Met3 routing:
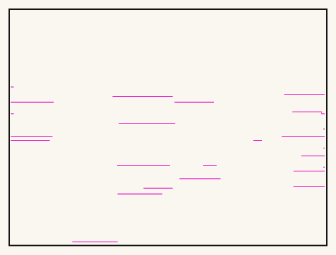
Pin map:
Pins as bars across the die edge, other pins in gray.
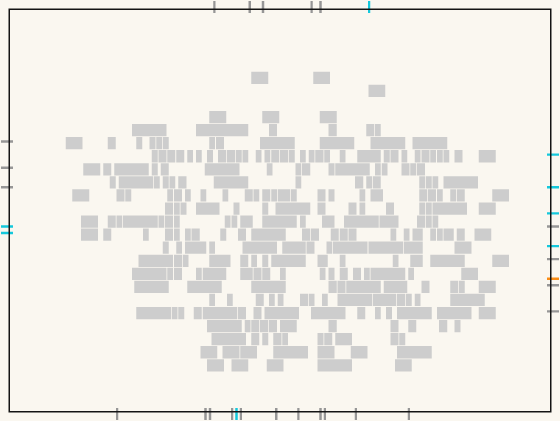
Placed standard cells:
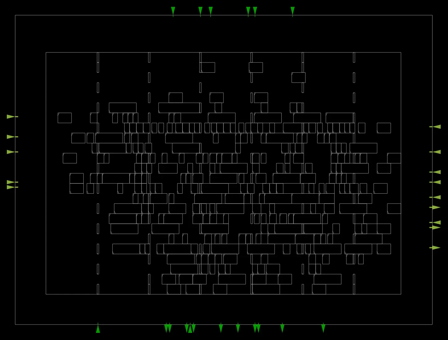
==> config.mk <==
export PLATFORM = sky130hd
export DESIGN_NAME = bit_serial_adder
export DESIGN_NICKNAME = d
export VERILOG_FILES = /design/src/rtl/bsa_pkg.sv /design/src/rtl/ha_cell.sv /design/src/rtl/bit_serial_adder.sv
export SDC_FILE = /design/constraint.sdc
export NUM_CORES = 1
export LEC_CHECK = 0
export ABC_AREA = 1
export CAP_MARGIN = 10
export CORE_ASPECT_RATIO = 0.7
export CORE_MARGIN = 8
export CORE_UTILIZATION = 28
export CTS_CLUSTER_DIAMETER = 150
export DETAILED_ROUTE_END_ITERATION = 12
export SYNTH_ARGS = -nofsm -noshare
export SYNTH_HDL_FRONTEND = slang
export SYNTH_SLANG_ARGS = --single-unit
==> constraint.sdc <==
create_clock -name clk -period 2.55 [get_ports clk]
set_input_delay 0.3825 -clock clk [delete_from_list [all_inputs] [get_ports clk]]
set_output_delay 0.3825 -clock clk [all_outputs]
set_load 0.05 [all_outputs]
==> src/rtl/bsa_pkg.sv <==
// Shared definitions for the bit-serial adder.
//   WIDTH_MAX   : largest supported operand width
//   bsa_state_e : controller states (idle, shifting bits, result strobe)
package bsa_pkg;

   localparam int unsigned WIDTH_MAX = 32;

   typedef enum logic [1:0] {
      StIdle  = 2'd0,
      StShift = 2'd1,
      StDone  = 2'd2
   } bsa_state_e;

endpackage

==> src/rtl/ha_cell.sv <==
// Single-bit combinational half adder.
//   x, y : input bits
//   s    : sum bit   (x ^ y)
//   c    : carry bit (x & y)
module ha_cell (
   input  logic x,
   input  logic y,
   output logic s,
   output logic c
);

   assign s = x ^ y;
   assign c = x & y;

endmodule

==> src/rtl/bit_serial_adder.sv <==
// Bit-serial adder: adds two WIDTH-bit operands one bit per clock, LSB first,
// using two half-adder cells as the full adder.
//   clk       : rising-edge clock
//   rst       : synchronous active-high reset
//   start     : begin an addition (ignored while busy)
//   a, b      : operands, captured on the accepting edge
//   busy      : high while bits are being processed
//   ser_bit   : serial sum bit, LSB first, qualified by ser_valid
//   ser_valid : qualifies ser_bit
//   done      : one-cycle strobe, sum/cout valid from this cycle on
//   sum, cout : parallel result and carry out, held until next completion
module bit_serial_adder
   import bsa_pkg::*;
#(
   parameter int unsigned WIDTH = 8
) (
   input  logic             clk,
   input  logic             rst,
   input  logic             start,
   input  logic [WIDTH-1:0] a,
   input  logic [WIDTH-1:0] b,
   output logic             busy,
   output logic             ser_bit,
   output logic             ser_valid,
   output logic             done,
   output logic [WIDTH-1:0] sum,
   output logic             cout
);

   if (WIDTH < 2 || WIDTH > WIDTH_MAX) begin : gen_bad_width
      $fatal(1, "bit_serial_adder: WIDTH out of range");
   end

   localparam int unsigned     CntW    = $clog2(WIDTH);
   localparam logic [CntW-1:0] CntLast = CntW'(WIDTH - 1);

   bsa_state_e       state_q, state_d;
   logic [WIDTH-1:0] a_sr_q, a_sr_d;
   logic [WIDTH-1:0] b_sr_q, b_sr_d;
   logic [WIDTH-1:0] res_q, res_d;
   logic [CntW-1:0]  cnt_q, cnt_d;
   logic             carry_q, carry_d;
   logic             busy_q, busy_d;
   logic             ser_bit_q, ser_bit_d;
   logic             ser_valid_q, ser_valid_d;
   logic             done_q, done_d;
   logic [WIDTH-1:0] sum_q, sum_d;
   logic             cout_q, cout_d;

   // Full adder built from two half-adder cells.
   logic ha0_s, ha0_c, fa_s, ha1_c, fa_c;

   ha_cell u_ha0 (
      .x (a_sr_q[0]),
      .y (b_sr_q[0]),
      .s (ha0_s),
      .c (ha0_c)
   );

   ha_cell u_ha1 (
      .x (ha0_s),
      .y (carry_q),
      .s (fa_s),
      .c (ha1_c)
   );

   assign fa_c = ha0_c | ha1_c;

   always_comb begin
      state_d     = state_q;
      a_sr_d      = a_sr_q;
      b_sr_d      = b_sr_q;
      res_d       = res_q;
      cnt_d       = cnt_q;
      carry_d     = carry_q;
      busy_d      = busy_q;
      ser_bit_d   = ser_bit_q;
      ser_valid_d = 1'b0;
      done_d      = 1'b0;
      sum_d       = sum_q;
      cout_d      = cout_q;

      unique case (state_q)
         StIdle, StDone: begin
            if (start) begin
               state_d = StShift;
               a_sr_d  = a;
               b_sr_d  = b;
               carry_d = 1'b0;
               cnt_d   = '0;
               busy_d  = 1'b1;
            end else begin
               state_d = StIdle;
            end
         end
         StShift: begin
            // Sum bits enter at the MSB so bit 0 lands at position 0 after WIDTH shifts.
            res_d       = {fa_s, res_q[WIDTH-1:1]};
            a_sr_d      = a_sr_q >> 1;
            b_sr_d      = b_sr_q >> 1;
            carry_d     = fa_c;
            cnt_d       = cnt_q + 1'b1;
            ser_bit_d   = fa_s;
            ser_valid_d = 1'b1;
            if (cnt_q == CntLast) begin
               state_d = StDone;
               busy_d  = 1'b0;
               done_d  = 1'b1;
               sum_d   = res_d;
               cout_d  = fa_c;
               cnt_d   = '0;
            end
         end
         default: begin
            state_d = StIdle;
            busy_d  = 1'b0;
         end
      endcase
   end

   always_ff @(posedge clk) begin
      if (rst) begin
         state_q     <= StIdle;
         a_sr_q      <= '0;
         b_sr_q      <= '0;
         res_q       <= '0;
         cnt_q       <= '0;
         carry_q     <= 1'b0;
         busy_q      <= 1'b0;
         ser_bit_q   <= 1'b0;
         ser_valid_q <= 1'b0;
         done_q      <= 1'b0;
         sum_q       <= '0;
         cout_q      <= 1'b0;
      end else begin
         state_q     <= state_d;
         a_sr_q      <= a_sr_d;
         b_sr_q      <= b_sr_d;
         res_q       <= res_d;
         cnt_q       <= cnt_d;
         carry_q     <= carry_d;
         busy_q      <= busy_d;
         ser_bit_q   <= ser_bit_d;
         ser_valid_q <= ser_valid_d;
         done_q      <= done_d;
         sum_q       <= sum_d;
         cout_q      <= cout_d;
      end
   end

   assign busy      = busy_q;
   assign ser_bit   = ser_bit_q;
   assign ser_valid = ser_valid_q;
   assign done      = done_q;
   assign sum       = sum_q;
   assign cout      = cout_q;

endmodule
==> reports/summary.txt <==
number of global-route vias before repair - 1482
XOR/XNOR share of the synthesized area - 0%
count of library flops with an enable pin - 0
layout cells sized above 1 - 6.36%
maximum fanout encountered on the critical timing path - 4
Synth area leader - sky130_fd_sc_hd__dfxtp_1
setup TNS - 0 ns
total global routing track utilization - 9.50%
post-CTS repair timing setup buffer count - 0
combinational cell power - 0.225 mW
pre-CTS WS - 0.719 ns
combined flip-flop and latch cell area - 821 µm²
Post-DP HPWL - 2.81 mm
width of the die - 112 µm
standby leakage power - 1.00 nW
maximum buffer depth of the clock tree - 2
Final Worst Setup Slack - 0.627 ns
multi-input combinational gate total - 162
number of unique standard cell types used by synthesis - 22
dominant register cell - sky130_fd_sc_hd__dfxtp_1
critical-path cell list - clkdlybuf4s50_1
outcome - finished clean
sort of element at the start of the critical path - flop
fraction of the core area occupied by cells at floorplan - 29.2%
Power Clock - 0.539 mW
number of resized instances in the post-cts repair step - 0
share of total power consumed by net switching - 25.7%
transition at the pin with the smallest max-transition slack - 0.624 ns
worst-case reg-to-reg path depth - 5
Hold Vio Cnt, Final - 0
1st-iter DRT viols - 136
internal power - 1.09 mW
Async SR Flop Fraction - 0%
family of cells with the greatest summed delay on the critical path - buffers and inverters
first element of the critical path - ser_bit$_SDFFE_PP0N_
Layout clock area frac - 5.09%
1st-pass router iterations - 4
number of antenna cells inserted - 0
most frequent logic cells in the routed design - sky130_fd_sc_hd__nand2_1 (47), sky130_fd_sc_hd__dfxtp_1 (41), sky130_fd_sc_hd__nand3_1 (39)
proportion of synthesized chip area in sequential cells - 45.1%
part of the power in combinational logic - 15.4%
non-clock buffering overhead in the final layout - 14.9%
cell count after placement - 353
overflow left after global routing - 0
most frequent standard cell in the layout excluding fill and tap cells - sky130_fd_sc_hd__nand2_1
critical-path cell with the highest stage delay - sky130_fd_sc_hd__clkdlybuf4s50_1
count of clock tree sinks - 41
Back to the opening pictures, 'met3 routing':
The wires run mostly horizontal. The layer holds 5.9% of the routed length.
GR met3 Demand/Resource: 2.96%
WL final: 4.30 mm
Via Count: 1555

Back to the opening pictures, 'pin map':
Key: orange = rst [pins 1, direction input, edge east]; cyan = a [pins 8, direction input, edge 4 east, 2 west, 1 south, 1 north]
All pins by edge: 12 south, 9 east, 6 north, 5 west.

Back to the opening pictures, 'placed standard cells':
num rows: 24
Finished Core Util: 36.6%
FF+latch count: 41
number of filler cells placed in the layout: 675

per-stage QoR:
stage	hold slack, ns	instance area, µm²	power (mW)
after detailed placement	0.453	2170	0.943
final	0.462	2280	1.47
after CTS	0.465	2280	1.48
after floorplan	0.448	1820	0.880
after global routing	0.476	2280	1.56
after global placement	0.448	2170	0.940
worst reg2reg max path: stages (launching register included):
cell,delay (ns)
sky130_fd_sc_hd__dfxtp_1,0.49
sky130_fd_sc_hd__buf_4,0.27
sky130_fd_sc_hd__nand2_4,0.21
sky130_fd_sc_hd__nor2_2,0.26
sky130_fd_sc_hd__nand2_1,0.13
sky130_fd_sc_hd__o21ai_1,0.13
per-layer routing:
layer	vias to the layer above	GRT usage [%]	routed length, µm
met2	34	12.6	1720
met1	665	13.6	2300
li1	854	-	-
met3	2	2.96	252
met4	0	3.66	27
met5	-	0	0
Power and IR drop assume default switching activity.
